`src/rtl/clk_rst_gen_if.sv`:
```
// Channel bus of clk_rst_gen: per-channel divisor programming in, tick/square-wave enables out.
interface clk_rst_gen_if #(
    parameter int NUM_CH = 4,
    parameter int DIV_W  = 22
);
    logic [NUM_CH-1:0][DIV_W-1:0] div_i;
    logic [NUM_CH-1:0]            load_i;
    logic                         run_i;
    logic [NUM_CH-1:0]            tick_o;
    logic [NUM_CH-1:0]            sq_o;

    modport master (output div_i, load_i, run_i, input tick_o, sq_o);
    modport slave  (input div_i, load_i, run_i, output tick_o, sq_o);
endinterface

```
`src/rtl/clk_rst_gen.sv`:
```
// Clock-enable divider bank plus sequenced internal reset for the board top.
// Optional CLKGEN_SYNC_EN adds sync_i, which phase-aligns every channel in one cycle.
module clk_rst_gen_ch #(
    parameter int               DIV_W   = 22,
    parameter logic [DIV_W-1:0] DIV_RST = '1
) (
    input  logic             sys_clk,
    input  logic             reset_n,
    input  logic             clr_i,
    input  logic             run_i,
    input  logic             load_i,
`ifdef CLKGEN_SYNC_EN
    input  logic             sync_i,
`endif
    input  logic [DIV_W-1:0] div_i,
    output logic             tick_o,
    output logic             sq_o
);
    logic [DIV_W-1:0] div_q, div_d;
    logic [DIV_W-1:0] cnt_q, cnt_d;
    logic             tick_q, tick_d;
    logic             sq_q, sq_d;

    // Priority: internal reset, then sync, then load, then counting.
    always_comb begin
        div_d  = div_q;
        cnt_d  = cnt_q;
        tick_d = 1'b0;
        sq_d   = sq_q;
        if (clr_i) begin
            cnt_d = '0;
            sq_d  = 1'b0;
        end
`ifdef CLKGEN_SYNC_EN
        else if (sync_i) begin
            cnt_d = '0;
            sq_d  = 1'b0;
            if (load_i) div_d = div_i;
        end
`endif
        else if (load_i) begin
            div_d = div_i;
            cnt_d = '0;
        end else if (run_i) begin
            if (cnt_q == div_q) begin
                cnt_d  = '0;
                tick_d = 1'b1;
                sq_d   = ~sq_q;
            end else begin
                cnt_d = cnt_q + DIV_W'(1);
            end
        end
    end

    always_ff @(posedge sys_clk or negedge reset_n) begin
        if (!reset_n) begin
            div_q  <= DIV_RST;
            cnt_q  <= '0;
            tick_q <= 1'b0;
            sq_q   <= 1'b0;
        end else begin
            div_q  <= div_d;
            cnt_q  <= cnt_d;
            tick_q <= tick_d;
            sq_q   <= sq_d;
        end
    end

    assign tick_o = tick_q;
    assign sq_o   = sq_q;
endmodule

module clk_rst_gen #(
    parameter int               NUM_CH     = 4,
    parameter int               DIV_W      = 22,
    parameter logic [DIV_W-1:0] DIV_RST    = DIV_W'(2097151),
    parameter int               RST_CYCLES = 6,
    parameter int               RST_W      = 3
) (
    input  logic           sys_clk,
    input  logic           reset_n,
    clk_rst_gen_if.slave   bus,
`ifdef CLKGEN_SYNC_EN
    input  logic           sync_i,
`endif
    output logic           rst_o,
    output logic           rst_n_o,
    output logic           ready_o
);
    typedef enum logic [1:0] {SYNC, COUNT, DONE} seq_e;

    localparam logic [RST_W-1:0] RST_END = RST_W'(RST_CYCLES);

    seq_e             state_q, state_d;
    logic [1:0]       sync_q;
    logic [RST_W-1:0] rst_cnt_q, rst_cnt_d;
    logic             rst_q, rst_d;
    logic             ready_q, ready_d;
    logic [NUM_CH-1:0] tick_w, sq_w;

    // Release synchroniser: assertion is asynchronous, deassertion takes two edges.
    always_ff @(posedge sys_clk or negedge reset_n) begin
        if (!reset_n) sync_q <= '0;
        else          sync_q <= {sync_q[0], 1'b1};
    end

    always_comb begin
        state_d   = state_q;
        rst_cnt_d = rst_cnt_q;
        rst_d     = rst_q;
        ready_d   = ready_q;
        case (state_q)
            SYNC: begin
                if (sync_q[1]) begin
                    rst_cnt_d = rst_cnt_q + RST_W'(1);
                    state_d   = COUNT;
                end
            end
            COUNT: begin
                if (rst_cnt_q >= RST_END) begin
                    state_d = DONE;
                    rst_d   = 1'b0;
                    ready_d = 1'b1;
                end else begin
                    rst_cnt_d = rst_cnt_q + RST_W'(1);
                end
            end
            DONE:    ;
            default: state_d = SYNC;
        endcase
    end

    always_ff @(posedge sys_clk or negedge reset_n) begin
        if (!reset_n) begin
            state_q   <= SYNC;
            rst_cnt_q <= '0;
            rst_q     <= 1'b1;
            ready_q   <= 1'b0;
        end else begin
            state_q   <= state_d;
            rst_cnt_q <= rst_cnt_d;
            rst_q     <= rst_d;
            ready_q   <= ready_d;
        end
    end

    assign rst_o   = rst_q;
    assign rst_n_o = ~rst_q;
    assign ready_o = ready_q;

    for (genvar k = 0; k < NUM_CH; k++) begin : g_ch
        clk_rst_gen_ch #(
            .DIV_W   (DIV_W),
            .DIV_RST (DIV_RST)
        ) u_ch (
            .sys_clk (sys_clk),
            .reset_n (reset_n),
            .clr_i   (rst_q),
            .run_i   (bus.run_i),
            .load_i  (bus.load_i[k]),
`ifdef CLKGEN_SYNC_EN
            .sync_i  (sync_i),
`endif
            .div_i   (bus.div_i[k]),
            .tick_o  (tick_w[k]),
            .sq_o    (sq_w[k])
        );
    end

    assign bus.tick_o = tick_w;
    assign bus.sq_o   = sq_w;
endmodule

```
`src/flat_wrapper.sv`:
```
// flat-port wrapper written by rule: the top's interface ports become plain ports
module clk_rst_gen_flat 
#(
    parameter int               NUM_CH     = 4,
    parameter int               DIV_W      = 22,
    parameter logic [DIV_W-1:0] DIV_RST    = DIV_W'(2097151),
    parameter int               RST_CYCLES = 6,
    parameter int               RST_W      = 3
)
  (sys_clk, reset_n, rst_o, rst_n_o, ready_o, bus_div_i, bus_load_i, bus_run_i, bus_tick_o, bus_sq_o);
  clk_rst_gen_if #(.NUM_CH(NUM_CH), .DIV_W(DIV_W)) bus_i ();
  input  logic sys_clk;
  input  logic reset_n;
  output logic rst_o;
  output logic rst_n_o;
  output logic ready_o;
  input wire logic [$bits(bus_i.div_i)-1:0] bus_div_i;
  input wire logic [$bits(bus_i.load_i)-1:0] bus_load_i;
  input wire logic [$bits(bus_i.run_i)-1:0] bus_run_i;
  output wire logic [$bits(bus_i.tick_o)-1:0] bus_tick_o;
  output wire logic [$bits(bus_i.sq_o)-1:0] bus_sq_o;
  assign bus_i.div_i = bus_div_i;
  assign bus_i.load_i = bus_load_i;
  assign bus_i.run_i = bus_run_i;
  assign bus_tick_o = bus_i.tick_o;
  assign bus_sq_o = bus_i.sq_o;
  clk_rst_gen #(.NUM_CH(NUM_CH), .DIV_W(DIV_W), .DIV_RST(DIV_RST), .RST_CYCLES(RST_CYCLES), .RST_W(RST_W)) u_core (.sys_clk(sys_clk), .reset_n(reset_n), .bus(bus_i), .rst_o(rst_o), .rst_n_o(rst_n_o), .ready_o(ready_o));
endmodule
```
`config.mk`:
```
export PLATFORM = sky130hd
export DESIGN_NAME = clk_rst_gen_flat
export DESIGN_NICKNAME = d
export VERILOG_FILES = /design/src/rtl/clk_rst_gen_if.sv /design/src/rtl/clk_rst_gen.sv /design/src/flat_wrapper.sv
export SDC_FILE = /design/constraint.sdc
export NUM_CORES = 1
export LEC_CHECK = 0
export ABC_AREA = 1
export CORE_ASPECT_RATIO = 1.1
export CORE_MARGIN = 1.5
export CORE_UTILIZATION = 64
export CTS_BUF_LIST = sky130_fd_sc_hd__clkbuf_8
export CTS_CLUSTER_DIAMETER = 30
export DETAILED_ROUTE_END_ITERATION = 8
export GPL_ROUTABILITY_DRIVEN = 0
export GPL_TIMING_DRIVEN = 1
export PLACE_DENSITY = 0.95
export SYNTH_ARGS = -nofsm -noshare
export SYNTH_HDL_FRONTEND = slang
export SYNTH_SLANG_ARGS = --single-unit
```
`constraint.sdc`:
```
create_clock -name sys_clk -period 2.7 [get_ports sys_clk]
set_input_delay 0.54 -clock sys_clk [delete_from_list [all_inputs] [get_ports sys_clk]]
set_output_delay 0.54 -clock sys_clk [all_outputs]
set_load 0.05 [all_outputs]
```
==> qor.txt <==
Hold Path Cell Cnt -> 0
Endpoints failing setup -> 0
Post-Syn Area -> 10770 um2
Max-cap violations -> 0
Ao+oa area frac -> 6.271%
Largest Pwr Group -> sequential cells
Worst-Margin Slew -> 594.7 ps
ANT cells -> 0
Status -> finished, final reports clean
Clock-cell share -> 3.191%
Root Driver -> clkbuf_8
Post-Layout Inst Area -> 12350 um2
Syn_nets -> 1417
Rows -> 49
Worst path bufs/invs -> 1
Pre-CTS WS -> 276.5 ps
Via density -> 5.673
Area delta synth->final -> 14.66%
Core region area -> 16430 um2
Setup ws final -> 196.1 ps
Tool warnings -> 26
Largest net degree at the start of global routing -> 97
Area fraction in mux cells -> 4.808%
Via Count -> 9242
Internal power -> 4480 uW
Top logic family -> simple AND/OR/NAND/NOR gates
Post-synth ARST share -> 100.0%
Vias in the first global route -> 9180
Syn_area_per_cell -> 8.181 um2
Yosys stat cell total -> 1317
Largest regs -> u_core.g_ch.u_ch.cnt_q (88), u_core.g_ch.u_ch.div_q (88)
Pwr dens -> 496.3 nW/um2
Top-count cell post-synth -> nand2_1
Final Instance Count excl. Fillers -> 1629
F_max -> 399.4 MHz
Flops -> 193
Reg2reg setup slack -> 640 ps
Largest delay contributor family on the critical path -> buffers and inverters
Top-area cell share -> 25.08%
FF-to-FF path depth -> 8
FP Util -> 65.57%
DRT iter0 DRCs -> 974
CTS tree -> yes
Adder share -> 0.5807%
Setup Buffers After CTS -> 0
Placed Instance Area -> 11950 um2
H-tree levels -> 4
Final tally of hold violations -> 0
Largest area contributor in the netlist -> dfrtp_1
Max-slew violations -> 0
Critical path fanouts, max -> 7
Hold EP -> u_core.sync_q[1]$_DFF_PN0_
DR WL/cell -> 15.30 um
Clock transition at path regs -> 90 ps
Switching Share -> 26.93%
Comb area share -> 40.36%
Overflow after GRT -> 0
XORs/XNORs by Area -> 8.129%
Worst Setup End Kind -> output pin
CP Launch Type -> register
Slowest CP cell -> clkdlybuf4s50_1
Peak VDD IR -> 0.0003546 V
Signal buffers share of area -> 9.511%
Most used flip-flop cell -> dfrtp_1
Hold Buf Count CTS -> 1
# IOs -> 106
Top cells by count -> 304 x nand2_1, 183 x nor2_1, 143 x inv_1
Seq pwr share -> 54.4%
FF-to-FF End -> u_core.g_ch[3].u_ch.cnt_q[13]$_DFFE_PN0P_
Placed Instances -> 1596
Hpwl dp -> 17600 um
Comb pwr -> 885 uW
Simple-gate share of the synthesized area -> 26.45%
Buffers outside the clock class -> 116
Die area -> 17620 um2
Antenna violations before repair -> 0
Worst hold margin -> 365.2 ps
Synth Warn # -> 0
Final ANT Viol Nets -> 0
Fin crit share -> 92.74%
Most common logic cells in the final layout -> 304 x nand2_1, 183 x nor2_1, 146 x inv_1
Switching power -> 1651 uW
Layout cell share with drive strength beyond 1 -> 15.72%
Dominant logic cell type in the layout -> nand2_1
Fill count -> 1135
Top cells by area -> dfrtp_1 25%, dfstp_2 21%, nand2_1 11%
Slew margin rel. -> 59.99%
Synth flops -> 193
Leading cell kind -> logic gates
Die width -> 126.7 um
Number of enable flip-flop cells -> 0
RSZ-0062 raised after global routing -> no
Worst setup path class -> register to output pin
Worst Hold Launch -> u_core.sync_q[0]$_DFF_PN0_
Tapcells inserted -> 204
Drt drc -> 0
WP data required -> 2160 ps
Number of non-clock inverters -> 157
-- worst max-delay path by stage --
stage                                  start                                        end  slack, ps
CTS                 u_core.rst_o$_DFFE_PN1P_                                      rst_o        180
finish              u_core.rst_o$_DFFE_PN1P_                                      rst_o        200
global placement                   bus_run_i  u_core.g_ch[3].u_ch.cnt_q[13]$_DFFE_PN0P_        380
global route        u_core.rst_o$_DFFE_PN1P_                                      rst_o        150
detailed placement                 bus_run_i  u_core.g_ch[3].u_ch.cnt_q[13]$_DFFE_PN0P_        280
floorplan           u_core.rst_o$_DFFE_PN1P_                                    rst_n_o        830
-- routing by layer --
layer	global-route usage [%]	up-vias	wire [um]
met5	0	-	0
met3	5.285	91	1523
li1	-	4382	-
met2	51.48	425	12690
met4	12.44	0	759
met1	36.44	4344	9947
### Clock routing

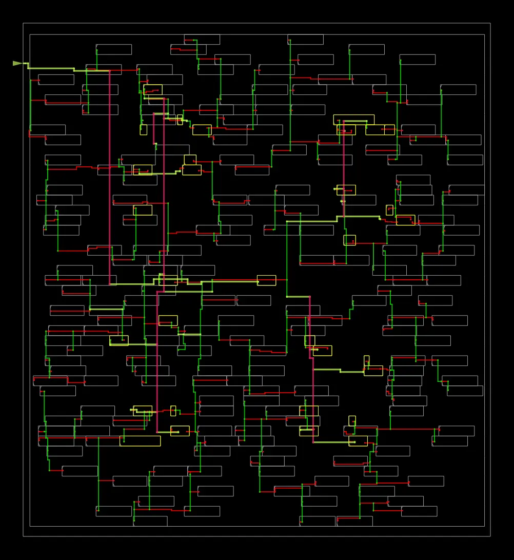
CTS sink cnt: 193
CTS Buf Count: 17

### Clock distribution

The bar under the picture is 50 um long.
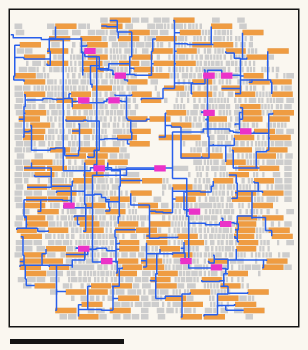
clock wires -> blue  # length 2210 um
clock-net drivers -> magenta  # count 17
flip-flops -> orange  # count 193
routed clock nets = 18
clock latency on the worst-skew pair: 480 ps
Clk pwr share: 31.1%
clock network power: 1910 uW
Max Clock Skew: 9.284 ps

### Sequential cells grouped by signal name

The bar under the picture is 50 um long.
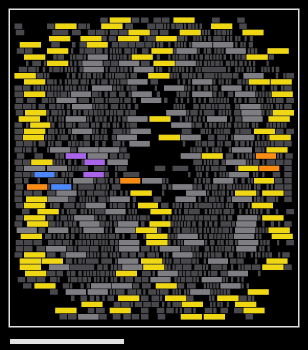
u_core.g_ch.u_ch.div_q -> yellow  # placed flops 88, where widely spread
u_core.sync_q -> blue  # placed flops 2
u_core.g_ch.u_ch.tick_o -> orange  # placed flops 4
u_core.rst_cnt_q -> purple  # placed flops 3
Seq. pwr: 3340 uW
fin util: 75.18%
Seq area share: 39.96%
FF+latch area: 4936 um2

### Close-up of the layout

Region (80, 20) to (110, 50) um. Cells in grey, sequential cells in the stronger grey; small squares are vias.
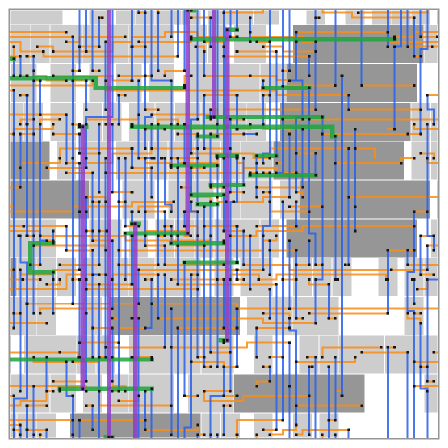
M4 -> purple
M1 -> orange
M2 -> blue
M3 -> green
cells with their middle in the window = 106
netlist names of flops here include = u_core.g_ch.u_ch.cnt_q (10)
sequential cells in the window = 10
most frequent = nand2_1 (20), nor2_1 (20), inv_1 (12)

Power figures rest on the tool's default switching activity, not on a simulated workload.
